File: src/rtl/slot_arbiter_pkg.sv
// Shared types and constants for the slot arbiter.
package slot_arbiter_pkg;

  localparam int SLOT_W   = 3;
  localparam int MAX_SLOT = 8;

  typedef enum logic [1:0] {
    IDLE  = 2'd0,
    GRANT = 2'd1,
    GAP   = 2'd2
  } state_t;

endpackage

File: src/rtl/slot_arbiter_if.sv
// Request/grant bundle between requesters (master) and the arbiter (slave).
interface slot_arbiter_if
  import slot_arbiter_pkg::*;
#(
  parameter int NREQ = 4,
  parameter int IDW  = 2
);

  logic [NREQ-1:0]   req;
  logic [NREQ-1:0]   rel;
  logic [SLOT_W-1:0] slot_len;
  logic [NREQ-1:0]   gnt;
  logic [IDW-1:0]    gnt_id;
  logic              busy;
  logic [SLOT_W-1:0] slot_cnt;
  logic              expire;

  modport master (
    output req, rel, slot_len,
    input  gnt, gnt_id, busy, slot_cnt, expire
  );

  modport slave (
    input  req, rel, slot_len,
    output gnt, gnt_id, busy, slot_cnt, expire
  );

endinterface

File: src/rtl/slot_arbiter_slot_timer.sv
// Slot counter: enabled up-counter with synchronous clear and end-of-slot flag.
module slot_timer
  import slot_arbiter_pkg::*;
#(
  parameter int W = SLOT_W
) (
  input  logic         clk,
  input  logic         rst,
  input  logic         clr,
  input  logic         en,
  input  logic [W-1:0] len,
  output logic [W-1:0] cnt,
  output logic         last
);

  logic [W-1:0] r_cnt;

  // Count cycles of the current slot; clear has priority over enable.
  always_ff @(posedge clk) begin
    if (rst || clr) begin
      r_cnt <= '0;
    end else if (en) begin
      r_cnt <= r_cnt + 1'b1;
    end
  end

  assign cnt  = r_cnt;
  assign last = (r_cnt == len);

endmodule

File: src/rtl/slot_arbiter.sv
// Round-robin arbiter granting time slots of programmable length.
module slot_arbiter
  import slot_arbiter_pkg::*;
#(
  parameter int NREQ = 4,
  parameter int IDW  = 2
) (
  input logic         clk,
  input logic         rst,
  slot_arbiter_if.slave bus
);

  localparam int unsigned NR = NREQ;

  state_t            r_state;
  state_t            w_next;
  logic [NREQ-1:0]   r_gnt;
  logic [IDW-1:0]    r_gnt_id;
  logic [IDW-1:0]    r_ptr;
  logic [SLOT_W-1:0] r_len;
  logic [IDW-1:0]    w_win;
  logic              w_found;
  logic [SLOT_W-1:0] w_cnt;
  logic              w_last;
  logic              w_own_req;
  logic              w_own_rel;
  logic              w_end;
  logic              w_arb;

  assign w_own_req = bus.req[r_gnt_id];
  assign w_own_rel = bus.rel[r_gnt_id];
  assign w_arb     = (r_state != GRANT);
  assign w_end     = (r_state == GRANT) && (w_last || w_own_rel || !w_own_req);

  // Winner search: first set request scanning upward from ptr+1, wrapping at NREQ.
  always_comb begin
    int unsigned idx;
    idx     = 0;
    w_found = 1'b0;
    w_win   = '0;
    for (int unsigned i = 1; i <= NR; i++) begin
      idx = 32'(r_ptr) + i;
      if (idx >= NR) begin
        idx = idx - NR;
      end
      if (!w_found && bus.req[IDW'(idx)]) begin
        w_found = 1'b1;
        w_win   = IDW'(idx);
      end
    end
  end

  // Next-state logic: arbitrate in IDLE/GAP, leave GRANT on count, release or drop.
  always_comb begin
    w_next = r_state;
    case (r_state)
      IDLE, GAP: w_next = w_found ? GRANT : IDLE;
      GRANT:     if (w_end) w_next = GAP;
      default:   w_next = IDLE;
    endcase
  end

  // State register.
  always_ff @(posedge clk) begin
    if (rst) begin
      r_state <= IDLE;
    end else begin
      r_state <= w_next;
    end
  end

  // Grant, owner, round-robin pointer and latched slot length.
  always_ff @(posedge clk) begin
    if (rst) begin
      r_gnt    <= '0;
      r_gnt_id <= '0;
      r_len    <= '0;
      r_ptr    <= IDW'(NREQ - 1);
    end else if (w_arb && w_found) begin
      r_gnt    <= NREQ'(1) << w_win;
      r_gnt_id <= w_win;
      r_len    <= bus.slot_len;
      r_ptr    <= w_win;
    end else if (w_end) begin
      r_gnt    <= '0;
      r_gnt_id <= '0;
    end
  end

  slot_timer #(.W(SLOT_W)) u_timer (
    .clk  (clk),
    .rst  (rst),
    .clr  (w_arb || w_end),
    .en   (r_state == GRANT),
    .len  (r_len),
    .cnt  (w_cnt),
    .last (w_last)
  );

  assign bus.gnt      = r_gnt;
  assign bus.gnt_id   = r_gnt_id;
  assign bus.busy     = (r_state == GRANT);
  assign bus.slot_cnt = w_cnt;
  // Expire is combinational on the last count; masking with rst keeps a slot
  // aborted by reset from ever showing the pulse.
  assign bus.expire   = !rst && (r_state == GRANT) && w_last && !w_own_rel && w_own_req;

endmodule

File: src/flat_wrapper.sv
// flat-port wrapper written by rule: the top's interface ports become plain ports
module slot_arbiter_flat import slot_arbiter_pkg::*;
#(
  parameter int NREQ = 4,
  parameter int IDW  = 2
)
  (clk, rst, bus_req, bus_rel, bus_slot_len, bus_gnt, bus_gnt_id, bus_busy, bus_slot_cnt, bus_expire);
  slot_arbiter_if #(.NREQ(NREQ), .IDW(IDW)) bus_i ();
  input logic clk;
  input logic rst;
  input wire logic [$bits(bus_i.req)-1:0] bus_req;
  input wire logic [$bits(bus_i.rel)-1:0] bus_rel;
  input wire logic [$bits(bus_i.slot_len)-1:0] bus_slot_len;
  output wire logic [$bits(bus_i.gnt)-1:0] bus_gnt;
  output wire logic [$bits(bus_i.gnt_id)-1:0] bus_gnt_id;
  output wire logic [$bits(bus_i.busy)-1:0] bus_busy;
  output wire logic [$bits(bus_i.slot_cnt)-1:0] bus_slot_cnt;
  output wire logic [$bits(bus_i.expire)-1:0] bus_expire;
  assign bus_i.req = bus_req;
  assign bus_i.rel = bus_rel;
  assign bus_i.slot_len = bus_slot_len;
  assign bus_gnt = bus_i.gnt;
  assign bus_gnt_id = bus_i.gnt_id;
  assign bus_busy = bus_i.busy;
  assign bus_slot_cnt = bus_i.slot_cnt;
  assign bus_expire = bus_i.expire;
  slot_arbiter #(.NREQ(NREQ), .IDW(IDW)) u_core (.clk(clk), .rst(rst), .bus(bus_i));
endmodule
File: config.mk
export PLATFORM = sky130hd
export DESIGN_NAME = slot_arbiter_flat
export DESIGN_NICKNAME = d
export VERILOG_FILES = /design/src/rtl/slot_arbiter_pkg.sv /design/src/rtl/slot_arbiter_if.sv /design/src/rtl/slot_arbiter_slot_timer.sv /design/src/rtl/slot_arbiter.sv /design/src/flat_wrapper.sv
export SDC_FILE = /design/constraint.sdc
export NUM_CORES = 1
export LEC_CHECK = 0
export CORE_MARGIN = 3
export CORE_UTILIZATION = 44
export DETAILED_ROUTE_END_ITERATION = 16
export GPL_TIMING_DRIVEN = 0
export PLACE_DENSITY = 0.76
export SLEW_MARGIN = 25
export SYNTH_ARGS = -nofsm -noshare
export SYNTH_HDL_FRONTEND = slang
export SYNTH_HIERARCHICAL = 1
export SYNTH_SLANG_ARGS = --single-unit
export TNS_END_PERCENT = 100
File: constraint.sdc
create_clock -name clk -period 3 [get_ports clk]
set_input_delay 0.6 -clock clk [delete_from_list [all_inputs] [get_ports clk]]
set_output_delay 0.6 -clock clk [all_outputs]
set_load 0.03 [all_outputs]
### Signal wires on met1, run 1

Scale bar: 10 µm. Supply wires on this layer in grey.
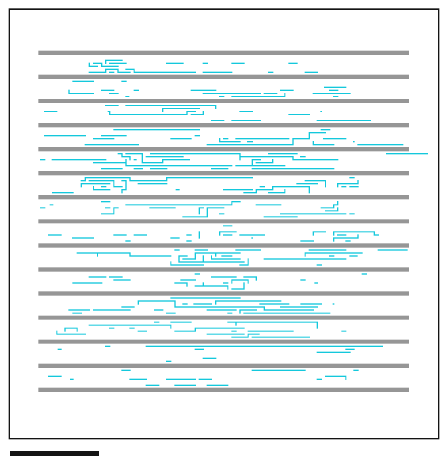
wire length on this layer: 696 µm
nets with wire on the layer: 105
longest straight run: 26.7 µm
main direction: horizontal

### M2 wires, run 1

Cells faint in the background.
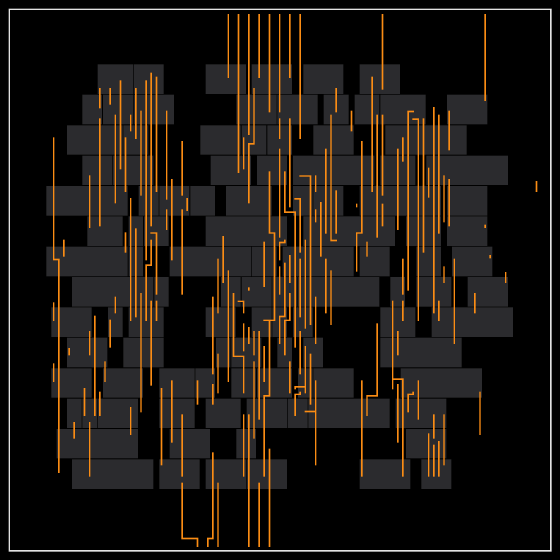
nets with wire on the layer: 111
wire length on this layer: 897 µm
share of all routed wire: 53%

==> run_results.csv, run 1 <==
group,metric,value,unit
global_route,grt_pass1_wl,2898,µm
final_timing,timing.fmax,0.3583,GHz
power,design_power_total,0.5092,mW
layout,nNonClkBuffers,24,
power,p_comb_share,25.0,%
critical_path,worstSetupPathDepth,5,
layout,layout.non_clock_inverters,2,
die,chipArea,2339,µm²
die,tap-cell-count,24,
critical_path,cell_family_contributing_the_most_delay_on_the_critical_path,"buffers and inverters",
synth,area_leaders,"dfxtp_1, mux2i_1, nor2b_1",
outcome,run_status,"finished, final reports clean",
final_timing,final-max-slew-violation-count,0,
synth,syn_warnings,6,
placement,placedCellCount,126,
synth,synth.distinct_cells,36,
critical_path,worst_r2r_startpoint,"u_core/r_ptr[1]",
critical_path,worst_setup_start_kind,"primary input",
power,max-vdd-ir-drop,0.3880,mV
detailed_routing,firstDrtPassIters,4,
layout,layout-drive-gt1-share,13.21,%
layout,final-instance-count-excl-fill,130,
clock_tree,root_cell_of_the_clock_tree,"clkbuf_4",
layout,antenna_cells,0,
synth,asyncSetResetFlopFracSynth,0,%
layout,non_clock_buffer_area_share,21.18,%
clock_tree,cts.repair_timing.setup_buffer_count,0,
final_timing,timing.final.crit_share,93.03,%
synth,ys_sh_aoi,19.97,%
hold_path,worstHoldPathType,"reg -> reg",
detailed_routing,drt-vias-per-instance,5.400,
global_route,antenna_violations_before_repair,0,
final_timing,timing_worst_slew_pin_value,644.8,ps
synth,yosys.stat.seqShare,40.57,%
clock_tree,cts-resized-gates,1,
critical_path,worstReg2RegEnd,"u_core/r_ptr[1]",
clock_tree,ctsHoldBuffers,0,
critical_path,critical_path_cell_sequence,"clkdlybuf4s50_1 -> nor2b_1 -> mux4_2 -> and3_2 -> clkbuf_2",
global_route,grt_max_degree,11,
critical_path,critPathSlowestCell,"mux4_2",
detailed_routing,finalWirelength,1686,µm
layout,register_area,320.3,µm²
final_timing,finClkSkew,4.435,ps
die,core.rowCount,14,
layout,area_growth_syn_to_layout,36.93,%
synth,common_cells,"dfxtp_1, nor2_1, mux2i_1, nor2b_1, nor3_1",
final_timing,fin_tns_setup,0,ps
final_timing,hold_viol_final,0,
placement,gp_congestion,0.7211,
power,power_combinational,0.127,mW
power,power_clock,0.140,mW
power,reported_net_switching_power,0.1445,mW
detailed_routing,drc_errors,0,
clock_tree,cts_buffers,3,
synth,top_cell_area_share,40.57,%
die,pin_count,24,
synth,synth-edff-count,0,
global_route,grt_most_used_layer,"met2",
layout,layout.area.top_class,"logic gates",
global_route,grt_pass1_vias,681,
critical_path,worst_setup_path_endpoint,"bus_expire",
critical_path,timing.critical_path.required,2400,ps
hold_path,worst_hold_endpoint,"u_core/bus.gnt[2]",
critical_path,critical_path.max_fanout,6,
final_timing,whs,470.2,ps
critical_path,cp_num_buf_inv,2,
clock_tree,clkSlewWorstSetupHoldPaths,90,ps
flow_run,log.warning_count,26,
power,p_clk_share,27.5,%
critical_path,critical_path.max_stage_delay,520,ps
### M3 wires, run 1

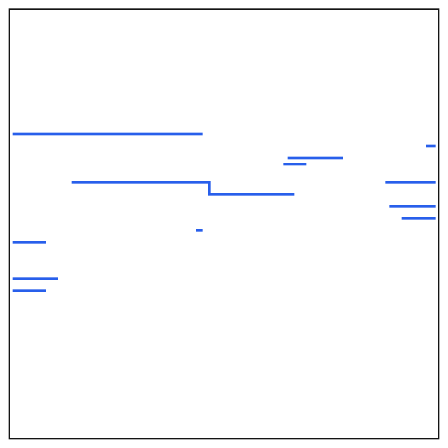
share of all routed wire: 4.9%
wire length on this layer: 82.3 µm
main direction: horizontal
longest straight run: 21.2 µm

### Routing congestion map, run 1

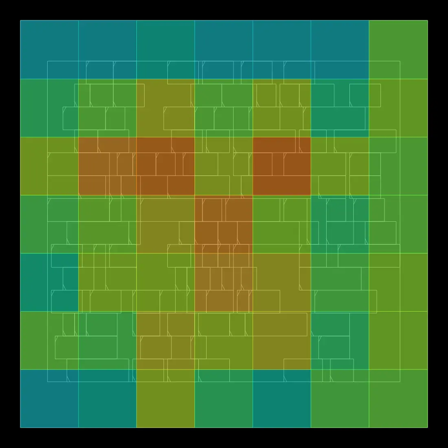
GR Util All Layers: 15.61%
met2 layer usage reported by global route: 28.67%
share of the core filled with cells: 67.82%
met1 Resource Use GR: 17.43%
GR Layer Usage met3: 5.521%

### Wire density map, run 1

10 x 10 tiles, from dark blue (low) to red (high), scaled to the fullest tile. Values are wire area over tile area, all layers added.
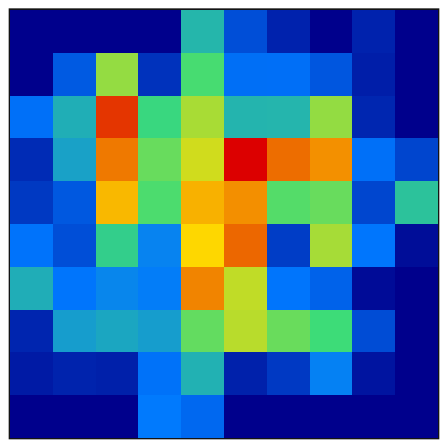

## Run 2: what changed since run 1
- CORE_UTILIZATION: 44 -> 45
- PLACE_DENSITY: 0.76 -> 0.77
### Wire density map, run 2

10 x 10 tiles, from dark blue (low) to red (high), scaled to the fullest tile. Values are wire area over tile area, all layers added.
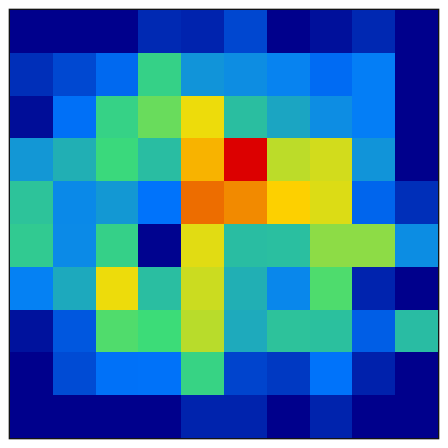
tiles over half the peak: 18%
nearly empty tiles: 19%
fullest tile: 0.38
densest ninth of the die: centre

==> run_results.csv, run 2 <==
group,metric,value,unit
global_route,grt_use_total,16.46,%
clock_tree,cts_buffers,3,
synth,xor_share,4.437,%
clock_tree,clockBufferDepth,2,
layout,layout.area.comb,457.9,µm²
final_timing,timing.fmax,0.3432,GHz
detailed_routing,finalWirelength,1629,µm
power,p_seq,0.241,mW
power,p_seq_share,47.2,%
detailed_routing,drc_errors,0,
critical_path,critical_path.max_fanout,6,
clock_tree,numClockSinks,16,
critical_path,crit_start,"bus_req[3]",
synth,synth.cell_area,789.5,µm²
layout,postLayoutCoreUtil,68.17,%
placement,gp_congestion,0.7532,
layout,nNonClkBuffers,24,
critical_path,cp_num_buf_inv,2,
synth,yosys.area_share.adder,1.585,%
power,internal-power,0.3647,mW
die,core-area,1577,µm²
layout,nMultiInputCombCells,60,
synth,postSynthRegisterBits,16,
layout,fillers,144,
power,maxPowerGroup,"registers",
synth,yosys-stat-cells,79,
hold_path,min_delay_path_depth,1,
synth,dominantRegCellSynth,"dfxtp_1",
global_route,grt_most_used_layer,"met2",
layout,flop-count,16,
global_route,grt_pass1_vias,572,
hold_path,hold_start,"u_core/bus.gnt[2]",
critical_path,cell_family_contributing_the_most_delay_on_the_critical_path,"buffers and inverters",
global_route,antenna_violations_before_repair,0,
critical_path,critical_path_class,"in -> out",
synth,synthMuxAreaShare,9.192,%
final_timing,setup_ws,86.15,ps
layout,comb-cell-share,42.61,%
layout,layout_top_cells,"clkdlybuf4s50_1, dfxtp_1, nor2_1",
layout,antenna_cells,0,
placement,dp_slack,-160.6,ps
flow_run,log.warning_count,26,
layout,layout-drive-gt1-share,12.26,%
power,p_clk_share,27.8,%
clock_tree,ctsHoldBuffers,0,
placement,place_area,1040,µm²
synth,yosys.area.top_type,"dfxtp_1",
synth,ys_sh_aoi,19.97,%
critical_path,worst_r2r_startpoint,"u_core/r_ptr[0]",
layout,non_clock_buffer_area_share,21.65,%
critical_path,timing.critical_path.arrival,2310,ps
placement,detailedPlacementHpwl,1266,µm
detailed_routing,num_vias,680,
synth,avgSynthCellArea,9.994,µm²
clock_tree,clkLatencyLatePin,280,ps
die,dieHeight,47.89,µm
clock_tree,cts.repair_timing.setup_buffer_count,0,
layout,register_area,320.3,µm²
layout,clockBufferCount,4,
detailed_routing,met2_wirelength,743,µm
synth,area_fraction_in_and_or_nand_and_nor_cells_after_synthesis,22.82,%
global_route,globalRoute.totalOverflow,0,
critical_path,ff2ff_path_depth,4,
critical_path,timing.critical_path.required,2400,ps
synth,synth.distinct_cells,36,
placement,port_buffers,23,
detailed_routing,firstDrtPassIters,4,
clock_tree,clkSlewWorstSetupHoldPaths,90,ps
power,p_comb_share,25.0,%
critical_path,worst_setup_start_kind,"primary input",
layout,layout.area.top_class,"logic gates",
layout,final_nets,121,
die,chipArea,2293,µm²
power,reported_net_switching_power,0.1461,mW
global_route,grt_max_degree,11,
final_timing,fin_tns_setup,0,ps
final_timing,hold_viol_final,0,
critical_path,worstReg2RegEnd,"u_core/bus.gnt[3]",
critical_path,worst_setup_path_endpoint,"bus_expire",
placement,placedCellCount,118,
outcome,run_status,"finished, final reports clean",
synth,syn-instance-count,79,
synth,area_leaders,"dfxtp_1, mux2i_1, nor2b_1",
final_timing,final-max-slew-violation-count,0,
die,core.rowCount,14,
critical_path,critical_path.max_stage_delay,520,ps
synth,yosys-stat-area,789.5,µm²
final_timing,finClkSkew,4.308,ps
synth,yosys.cell_count.top_type,"dfxtp_1",
critical_path,critical_path_cell_sequence,"clkdlybuf4s50_1 -> nor2b_1 -> mux4_2 -> and3_2 -> dlygate4sd2_1",
clock_tree,root_cell_of_the_clock_tree,"clkbuf_4",
critical_path,crit_path_end_kind,"output port",
layout,area_growth_syn_to_layout,36.13,%
final_timing,timing.final.crit_share,97.13,%
global_route,grt_pass1_wl,2511,µm
hold_path,worstHoldPathType,"reg -> reg",
layout,final-instance-count-excl-fill,122,
final_timing,timing_worst_slew_pin_value,624.8,ps
power,max-vdd-ir-drop,0.2715,mV
layout,layout.non_clock_inverters,2,
power,power_clock,0.142,mW
synth,top_cell_area_share,40.57,%
detailed_routing,met3_length,93,µm
global_route,met1_resource_use_gr,21.25,%
die,fp_util,50.08,%
synth,syn_warnings,6,
power,powerDensity,475.3,nW/µm²
layout,seq_share,29.80,%
global_route,grtUsageMet2,23.75,%
layout,final_common_cell,"clkdlybuf4s50_1",
clock_tree,cts-resized-gates,1,
die,tap-cell-count,16,
synth,yosys.stat.seqShare,40.57,%
final_timing,setup_viol_count_final,0,
hold_path,worst_hold_endpoint,"u_core/bus.gnt[2]",
die,pin_count,24,
synth,common_cells,"dfxtp_1, nor2_1, mux2i_1, nor2b_1, nor3_1",
critical_path,worstSetupPathDepth,5,
final_timing,timing.final.crit_period,2914,ps
global_route,grt_use_met3,5.263,%
detailed_routing,drt-vias-per-instance,5.574,
clock_tree,cts_tree,"done",
critical_path,critPathSlowestCell,"mux4_2",
power,design_power_total,0.5108,mW
final_timing,whs,470.7,ps
detailed_routing,routed_wire_length_per_instance,13.35,µm
synth,synth-edff-count,0,
power,power_combinational,0.128,mW
synth,asyncSetResetFlopFracSynth,0,%
clock_tree,cts-htree-levels,1,
Power is estimated from default activity; no workload was simulated.
